==> run_1/layers.png <==
Scale: 6 px per um.
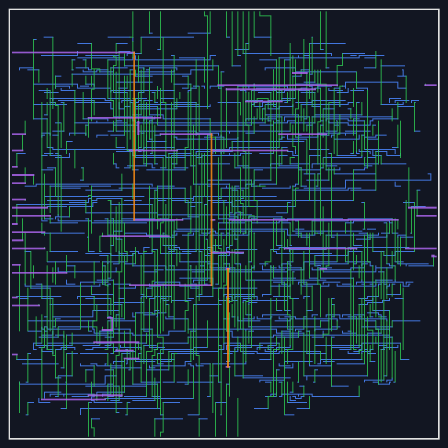
==> run_1/clock_nets.png <==
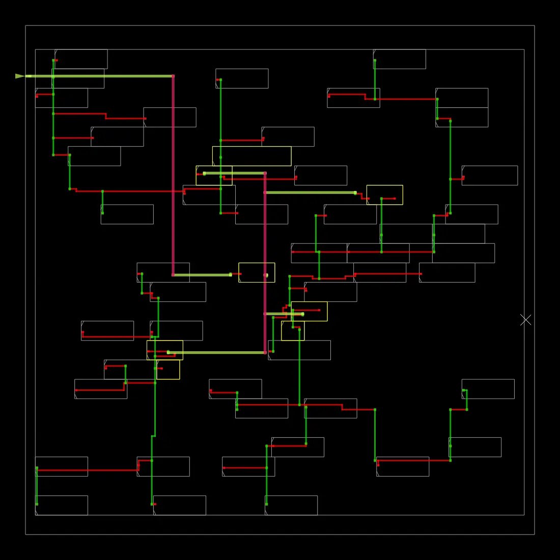
==> run_1/clock_wires.png <==
Scale: 4 px per um.
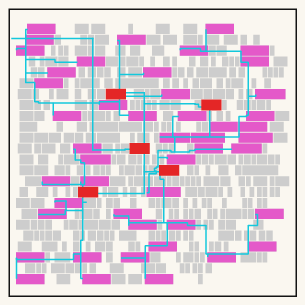
==> run_1/gates.png <==
Scale: 4 px per um.
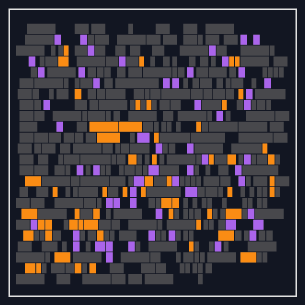
<file path="src/rtl/col2im_sched_if.sv">
// Handshake bundle between the col2im sequencer, the patch buffer,
// the col2im datapath and the image consumer.
interface col2im_sched_if #(
  parameter int RW = 5,
  parameter int CW = 5
);
  logic          patch_valid;
  logic          patch_ready;
  logic          dp_input_ready;
  logic [RW-1:0] dp_i;
  logic [CW-1:0] dp_j;
  logic [1:0]    dp_state;
  logic          dp_output_taken;
  logic          img_valid;
  logic          img_ready;

  modport master (
    input  patch_valid, dp_state, img_ready,
    output patch_ready, dp_input_ready, dp_i, dp_j, dp_output_taken, img_valid
  );

  modport slave (
    output patch_valid, dp_state, img_ready,
    input  patch_ready, dp_input_ready, dp_i, dp_j, dp_output_taken, img_valid
  );
endinterface

</file>
<file path="src/rtl/col2im_sched.sv">
// col2im patch sequencer: fetch patch, arm datapath, wait for result,
// release it, walk patches row-major, then hand the image downstream.
module col2im_sched #(
  parameter int h       = 512,
  parameter int w       = 512,
  parameter int k       = 16,
  parameter int h_width = $clog2(h),
  parameter int w_width = $clog2(w),
  parameter int k_width = $clog2(k),
  parameter int TIMEOUT = 1024,
  parameter int TW      = $clog2(TIMEOUT+1),
  localparam int RW     = h_width - k_width,
  localparam int CW     = w_width - k_width,
  localparam int PCW    = h_width + w_width - 2*k_width + 1
) (
  input  logic            clk,
  input  logic            reset,
  input  logic            start,
  input  logic [RW-1:0]   cfg_rows,
  input  logic [CW-1:0]   cfg_cols,
  col2im_sched_if.master  bus,
  output logic            busy,
  output logic            frame_done,
  output logic            err,
  output logic [PCW-1:0]  patch_count,
  output logic [2:0]      fsm
);
  typedef enum logic [2:0] {
    IDLE    = 3'd0,
    FETCH   = 3'd1,
    ARM     = 3'd2,
    WAIT    = 3'd3,
    RELEASE = 3'd4,
    OUT     = 3'd5
  } state_t;

  state_t         state, state_n;
  logic [RW-1:0]  row, row_n, lim_r, lim_r_n;
  logic [CW-1:0]  col, col_n, lim_c, lim_c_n;
  logic [PCW-1:0] cnt_n;
  logic [TW-1:0]  wd, wd_n;
  logic           err_n, fd_q, fd_n;

  always_ff @(posedge clk) begin
    if (reset) begin
      state       <= IDLE;
      row         <= '0;
      col         <= '0;
      lim_r       <= '0;
      lim_c       <= '0;
      patch_count <= '0;
      wd          <= '0;
      err         <= 1'b0;
      fd_q        <= 1'b0;
    end else begin
      state       <= state_n;
      row         <= row_n;
      col         <= col_n;
      lim_r       <= lim_r_n;
      lim_c       <= lim_c_n;
      patch_count <= cnt_n;
      wd          <= wd_n;
      err         <= err_n;
      fd_q        <= fd_n;
    end
  end

  always_comb begin
    state_n = state;
    row_n   = row;
    col_n   = col;
    lim_r_n = lim_r;
    lim_c_n = lim_c;
    cnt_n   = patch_count;
    wd_n    = wd;
    err_n   = err;
    fd_n    = 1'b0;
    case (state)
      IDLE: if (start) begin
        lim_r_n = cfg_rows;
        lim_c_n = cfg_cols;
        row_n   = '0;
        col_n   = '0;
        cnt_n   = '0;
        err_n   = 1'b0;
        state_n = FETCH;
      end
      FETCH: if (bus.patch_valid) begin
        cnt_n   = patch_count + 1'b1;
        state_n = ARM;
      end
      ARM: begin
        wd_n    = '0;
        state_n = WAIT;
      end
      WAIT: begin
        // A result on the same cycle the watchdog expires still wins.
        if (bus.dp_state == 2'b10) state_n = RELEASE;
        else begin
          wd_n = wd + 1'b1;
          if (wd_n == TW'(TIMEOUT)) begin
            err_n   = 1'b1;
            state_n = IDLE;
          end
        end
      end
      RELEASE: begin
        if (row == lim_r && col == lim_c) state_n = OUT;
        else begin
          state_n = FETCH;
          if (col == lim_c) begin
            col_n = '0;
            row_n = row + 1'b1;
          end else col_n = col + 1'b1;
        end
      end
      OUT: if (bus.img_ready) begin
        fd_n    = 1'b1;
        state_n = IDLE;
      end
      default: state_n = IDLE;
    endcase
  end

  assign bus.patch_ready     = (state == FETCH);
  assign bus.dp_input_ready  = (state == ARM);
  assign bus.dp_output_taken = (state == RELEASE);
  assign bus.img_valid       = (state == OUT);
  assign bus.dp_i            = row;
  assign bus.dp_j            = col;
  assign busy                = (state != IDLE);
  assign frame_done          = fd_q;
  assign fsm                 = state;
endmodule

</file>
<file path="src/flat_wrapper.sv">
// flat-port wrapper written by rule: the top's interface ports become plain ports
module col2im_sched_flat 
#(
  parameter int h       = 512,
  parameter int w       = 512,
  parameter int k       = 16,
  parameter int h_width = $clog2(h),
  parameter int w_width = $clog2(w),
  parameter int k_width = $clog2(k),
  parameter int TIMEOUT = 1024,
  parameter int TW      = $clog2(TIMEOUT+1),
  localparam int RW     = h_width - k_width,
  localparam int CW     = w_width - k_width,
  localparam int PCW    = h_width + w_width - 2*k_width + 1
)
  (clk, reset, start, cfg_rows, cfg_cols, busy, frame_done, err, patch_count, fsm, bus_patch_valid, bus_dp_state, bus_img_ready, bus_patch_ready, bus_dp_input_ready, bus_dp_i, bus_dp_j, bus_dp_output_taken, bus_img_valid);
  col2im_sched_if #(.RW((2)), .CW(CW)) bus_i ();
  input  logic clk;
  input  logic reset;
  input  logic start;
  input  logic [RW-1:0] cfg_rows;
  input  logic [CW-1:0] cfg_cols;
  output logic busy;
  output logic frame_done;
  output logic err;
  output logic [PCW-1:0] patch_count;
  output logic [2:0] fsm;
  input wire logic [$bits(bus_i.patch_valid)-1:0] bus_patch_valid;
  input wire logic [$bits(bus_i.dp_state)-1:0] bus_dp_state;
  input wire logic [$bits(bus_i.img_ready)-1:0] bus_img_ready;
  output wire logic [$bits(bus_i.patch_ready)-1:0] bus_patch_ready;
  output wire logic [$bits(bus_i.dp_input_ready)-1:0] bus_dp_input_ready;
  output wire logic [$bits(bus_i.dp_i)-1:0] bus_dp_i;
  output wire logic [$bits(bus_i.dp_j)-1:0] bus_dp_j;
  output wire logic [$bits(bus_i.dp_output_taken)-1:0] bus_dp_output_taken;
  output wire logic [$bits(bus_i.img_valid)-1:0] bus_img_valid;
  assign bus_i.patch_valid = bus_patch_valid;
  assign bus_i.dp_state = bus_dp_state;
  assign bus_i.img_ready = bus_img_ready;
  assign bus_patch_ready = bus_i.patch_ready;
  assign bus_dp_input_ready = bus_i.dp_input_ready;
  assign bus_dp_i = bus_i.dp_i;
  assign bus_dp_j = bus_i.dp_j;
  assign bus_dp_output_taken = bus_i.dp_output_taken;
  assign bus_img_valid = bus_i.img_valid;
  col2im_sched #(.h(h), .w(w), .k(k), .h_width(h_width), .w_width(w_width), .k_width(k_width), .TIMEOUT(TIMEOUT), .TW(TW)) u_core (.clk(clk), .reset(reset), .start(start), .cfg_rows(cfg_rows), .cfg_cols(cfg_cols), .bus(bus_i), .busy(busy), .frame_done(frame_done), .err(err), .patch_count(patch_count), .fsm(fsm));
endmodule
</file>
<file path="config.mk">
export PLATFORM = sky130hd
export DESIGN_NAME = col2im_sched_flat
export DESIGN_NICKNAME = d
export VERILOG_FILES = /design/src/rtl/col2im_sched_if.sv /design/src/rtl/col2im_sched.sv /design/src/flat_wrapper.sv
export SDC_FILE = /design/constraint.sdc
export NUM_CORES = 1
export LEC_CHECK = 0
export ABC_AREA = 1
export CORE_MARGIN = 1
export CORE_UTILIZATION = 53
export CTS_CLUSTER_SIZE = 20
export DETAILED_ROUTE_END_ITERATION = 16
export HOLD_SLACK_MARGIN = 0.15
export PLACE_DENSITY = 0.8
export RECOVER_POWER = 100
export SYNTH_ARGS = -nofsm -noshare
export SYNTH_HDL_FRONTEND = slang
export SYNTH_SLANG_ARGS = --single-unit
</file>
<file path="constraint.sdc">
create_clock -name clk -period 1.72 [get_ports clk]
set_input_delay 0.172 -clock clk [delete_from_list [all_inputs] [get_ports clk]]
set_output_delay 0.172 -clock clk [all_outputs]
set_load 0.03 [all_outputs]
</file>
==> impl_metrics.json, run 1 <==
{
  "final_cell_mix": "87 x nand2_1, 41 x a21oi_1, 40 x dfxtp_1",
  "core-area_um2": 4470,
  "multiInputGateArea_um2": 1490,
  "endpoint": "bus_dp_j[0]",
  "adder_share_pct": 1.96,
  "r2r_start": "u_core.wd[0]",
  "period_minus_slack_ns": 1.67,
  "syn_avg_cell_area_um2": 7.02,
  "tightestPinTransition_ns": 0.423,
  "wirelength_mm": 6.28,
  "ys_sh_simple_pct": 36.4,
  "finalWeightedCongestion": 0.830,
  "comb-cell-share_pct": 44.7,
  "use_met2_pct": 43.6,
  "holdCritStartpoint": "cfg_cols[0]",
  "cts.sinks": 47,
  "synthesis.area_um2": 2550,
  "violations": "design-rule violations",
  "reg2reg_depth": 11,
  "io_buffer_count": 44,
  "power.density_nw_per_um2": 748,
  "crit_start": "u_core.bus.dp_j[0]",
  "dpl_cell_area_um2": 3120,
  "compound_area_share_pct": 11.6,
  "common_cells": "88 x nand2_1, 47 x dfxtp_1, 42 x a21oi_1",
  "dp_hpwl_mm": 4.49,
  "fin_skew_ns": 0.00656,
  "ff_type": "dfxtp_1",
  "warnings": 27,
  "fp.dieW_um": 71.4,
  "cts_max_level": 2,
  "clk_latency_ns": 0.31,
  "cts-resized-gates": 7,
  "maxSlewHeadroom_pct": 71.7,
  "r2r_end": "u_core.fsm[1]",
  "pre_cts_slack_ns": -0.0173,
  "tns_ns": 0,
  "p_total_mw": 2.50,
  "crit_fanout": 4,
  "fin_area_um2": 3340,
  "grt_pass1_vias": 2403,
  "gr-usage-met1_pct": 34.3,
  "routedWlPerCell_um": 13.2,
  "ir_worst_vdd_mv": 0.457,
  "ys.flops": 47,
  "maxSlewViolCount": 0,
  "cts-buffers-inserted": 5,
  "setup_viol": 0,
  "start_kind": "flop",
  "layout.nonclk_buf_share_pct": 17.4,
  "drc_errors": 1,
  "layout_setup_ws_ns": 0.0511,
  "clk_transition_reported_paths_ns": 0.09,
  "whs_ns": 0.436,
  "area_growth_syn_to_layout_pct": 31.0,
  "root_buffer": "clkbuf_8",
  "syn_inst": 363,
  "cp-end-kind": "output pin",
  "floorplan.rows": 24,
  "status": "finished with violations",
  "synthArstFlopShare_pct": 0,
  "inverters": 33,
  "fmax_ghz": 0.599,
  "ys_sh_xor_pct": 5.84,
  "grtUsageMet3_pct": 3.66,
  "hold_viol_final": 0,
  "cts_tree": "yes",
  "min_path_type": "in -> reg",
  "grt.total_usage_pct": 26.0,
  "n_all_buffers": 65,
  "ys_types": 31,
  "antenna_found_initial": 0,
  "postCtsHoldBufs": 0
}
-- layers.png (at the start) --
legend:
  green:
    layer: M2
    wire_length: 3,080 um
  blue:
    layer: M1
    wire_length: 2,840 um
  orange:
    layer: M4
    wire_length: 69.4 um
  purple:
    layer: M3
    wire_length: 294 um

-- clock_nets.png (at the start) --
Seq cells: 47
clock buffer count: 5

-- clock_wires.png (at the start) --
legend:
  magenta:
    item: flip-flops
    count: 47
  red:
    item: clock-net drivers
    count: 5
  cyan:
    item: clock wires
    length: 557 um
flops lie: widely spread
routed clock nets: 6

-- gates.png (at the start) --
legend:
  purple:
    family: aoi and oai cells
    cells: 56
    where: widely spread
  orange:
    family: nor cells
    cells: 56

==> run 1: where the power goes <==
| group | total (mW) | switching, mW | internal (mW) |
|---|---|---|---|
| Combinational | 0.497 | 0.294 | 0.203 |
| Sequential | 1.16 | 0.0355 | 1.12 |
| Clock | 0.845 | 0.404 | 0.441 |
| Total | 2.50 | 0.733 | 1.77 |
==> run 1: critical path, delay by kind of cell, from the launching register on <==
kind | cells | cell delay (ns)
DFF | 1 | 0.37
buffers and inverters | 2 | 0.82
==> run 1: routing by layer <==
layer  share of wire (%)  routed length, um  up-vias
li1                    -                  -     1308
met1                  45               2840     1211
met2                  49               3080       68
met3                 4.7                294        9
met4                 1.1                 69        0
met5                   0                  0        -
==> inputs of run 2 (changes only) <==
--- a/config.mk
+++ b/config.mk
@@ -5,14 +5,13 @@
 export SDC_FILE = /design/constraint.sdc
 export NUM_CORES = 1
 export LEC_CHECK = 0
-export ABC_AREA = 1
 export CORE_MARGIN = 1
-export CORE_UTILIZATION = 53
-export CTS_CLUSTER_SIZE = 20
+export CORE_UTILIZATION = 52
 export DETAILED_ROUTE_END_ITERATION = 16
 export HOLD_SLACK_MARGIN = 0.15
 export PLACE_DENSITY = 0.8
 export RECOVER_POWER = 100
+export SKIP_LAST_GASP = 1
 export SYNTH_ARGS = -nofsm -noshare
 export SYNTH_HDL_FRONTEND = slang
 export SYNTH_SLANG_ARGS = --single-unit
==> run_2/layers.png <==
Scale: 6 px per um.
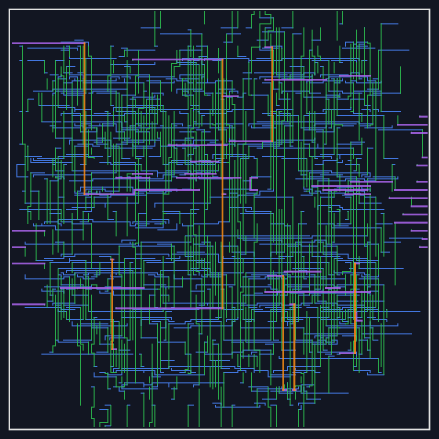
legend:
  blue:
    layer: M1
    wire_length: 2,680 um
  green:
    layer: M2
    wire_length: 3,190 um
  orange:
    layer: M4
    wire_length: 146 um
  purple:
    layer: M3
    wire_length: 269 um

==> impl_metrics.json, run 2 <==
{
  "common_cells": "47 x dfxtp_1, 41 x nand2_1, 33 x nor2_1",
  "n_clock_buffer": 7,
  "start_kind": "flop",
  "cts_tree": "yes",
  "layout_setup_ws_ns": -0.0545,
  "floorplan.rows": 24,
  "ys_sh_simple_pct": 28.8,
  "wl_met3_um": 269,
  "tns_ns": -0.0841,
  "crit_fanout": 6,
  "tightestPinTransition_ns": 0.409,
  "n_all_buffers": 79,
  "power_switching_share_pct": 28.9,
  "violations": "negative setup slack",
  "hold_viol_final": 0,
  "io_buffer_count": 44,
  "ys_sh_xor_pct": 6.60,
  "status": "finished with violations",
  "compound_area_share_pct": 18.3,
  "pg_comb_uw": 496,
  "use_met2_pct": 42.4,
  "ff_type": "dfxtp_1",
  "cp-end-kind": "flop",
  "dpl_cell_area_um2": 3090,
  "synthArstFlopShare_pct": 0,
  "power.internal_mw": 1.70,
  "warnings": 29,
  "adder_share_pct": 2.09,
  "fin_area_um2": 3330,
  "grt_pass1_vias": 2348,
  "area_growth_syn_to_layout_pct": 39.4,
  "met1_length_mm": 2.68,
  "syn_inst": 296,
  "top_layer": "met4",
  "cts-buffers-inserted": 5,
  "root_buffer": "clkbuf_8",
  "layout.nonclk_buf_share_pct": 21.5,
  "syn_avg_cell_area_um2": 8.07,
  "grt.total_usage_pct": 25.5,
  "setup_viol": 3,
  "pre_cts_slack_ns": -0.400,
  "gr-usage-met1_pct": 31.4,
  "fin_skew_ns": 0.00687,
  "wl_met2_mm": 3.19,
  "ys.flops": 47,
  "cts.sinks": 47,
  "reg2reg_depth": 6
}
[run 2: cell types whose count changed after synthesis, moves of 6 or more]
cell,before,now
nand2_1,88,41
a21oi_1,42,31
a311oi_1,0,6
nand3_1,26,13
inv_1,30,3
nand4_1,12,5
[run 2: path summary, 6_finish.rpt]
check / from / endpoint / slack [ns]
worst max-delay path: u_core.fsm[2] / u_core.row[2] / -0.05
worst min-delay path: cfg_cols[0] / u_core.lim_c[0] / 0.40
worst min register to register: u_core.lim_c[0] / u_core.lim_c[0] / 0.48
worst max register to register: u_core.fsm[2] / u_core.row[2] / -0.05
[run 2: critical path: cells and delay by family (launching register included)]
family                 cells  cell delay, ns
AOI/OAI and AO/OA          3            0.51
buffers and inverters      1            0.11
and+or+nand+nor            2            0.66
DFF                        1            0.38
==> inputs of run 3 (changes only) <==
--- a/config.mk
+++ b/config.mk
@@ -5,7 +5,7 @@
 export SDC_FILE = /design/constraint.sdc
 export NUM_CORES = 1
 export LEC_CHECK = 0
-export CORE_MARGIN = 1
+export CORE_MARGIN = 2
 export CORE_UTILIZATION = 52
 export DETAILED_ROUTE_END_ITERATION = 16
 export HOLD_SLACK_MARGIN = 0.15
==> run_3/clock_nets.png <==
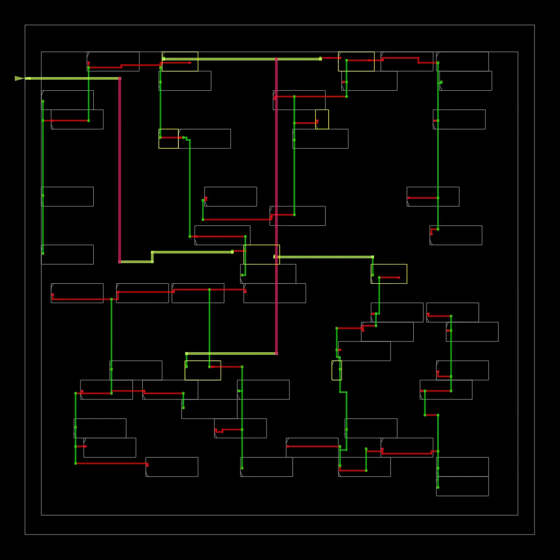
Num CTS Buffers: 5
Clk. pwr: 654 uW
Late-Pin Clk Latency: 0.30 ns

==> impl_metrics.json, run 3 <==
{
  "status": "finished with violations",
  "violations": "negative setup slack",
  "pg_comb_uw": 474,
  "use_met2_pct": 41.2,
  "cts.sinks": 47,
  "start_kind": "flop",
  "tightestPinTransition_ns": 0.365,
  "pre_cts_slack_ns": -0.312,
  "rrSetupSlack_ns": -0.04,
  "met1_length_mm": 2.64,
  "path_buffers": 0,
  "power.internal_mw": 1.61,
  "syn_inst": 296,
  "ys.flops": 47,
  "holdCritStartpoint": "cfg_rows[4]",
  "common_cells": "47 x dfxtp_1, 41 x nand2_1, 33 x nor2_1",
  "layout_setup_ws_ns": -0.0359,
  "n_all_buffers": 81,
  "dpl_cell_area_um2": 3110,
  "tns_ns": -0.0579,
  "cts_tree": "yes",
  "grt_pass1_vias": 2320,
  "floorplan.rows": 24,
  "setup_viol": 3,
  "grt.total_usage_pct": 23.3,
  "r2r_start": "u_core.fsm[2]",
  "wl_met2_mm": 2.89,
  "syn_avg_cell_area_um2": 8.07,
  "warnings": 29,
  "ff_type": "dfxtp_1",
  "wl_met3_um": 243,
  "reg2reg_depth": 5,
  "fin_area_um2": 3270,
  "synthArstFlopShare_pct": 0,
  "crit_fanout": 9,
  "cp-end-kind": "flop",
  "area_growth_syn_to_layout_pct": 36.9,
  "root_buffer": "clkbuf_8",
  "gr-usage-met1_pct": 27.1
}
[run 3: cell counts after synthesis]
No cell type changed its count.
[run 3: cells by family after synthesis]
group | count (synthesis) | synth area share [%]
AND/OR/NAND/NOR | 136 | 28.8
AND-OR/OR-AND | 69 | 18.3
flip-flops | 47 | 39.4
buffers and inverters | 20 | 3.93
XOR/XNOR | 18 | 6.60
adder cells (fa/ha/maj) | 4 | 2.09
multiplexers | 2 | 0.890
[run 3: how the worst max path moves through the flow]
stage | to | from | slack (ns)
finish | u_core.row[4] | u_core.fsm[2] | -0.04
global route | u_core.row[3] | u_core.fsm[1] | -0.08
CTS | u_core.row[4] | u_core.fsm[2] | -0.04
detailed placement | u_core.row[4] | start | -0.31
global placement | u_core.row[3] | start | -0.29
floorplan | u_core.row[3] | u_core.fsm[2] | -0.11
Power is estimated from default activity; no workload was simulated.
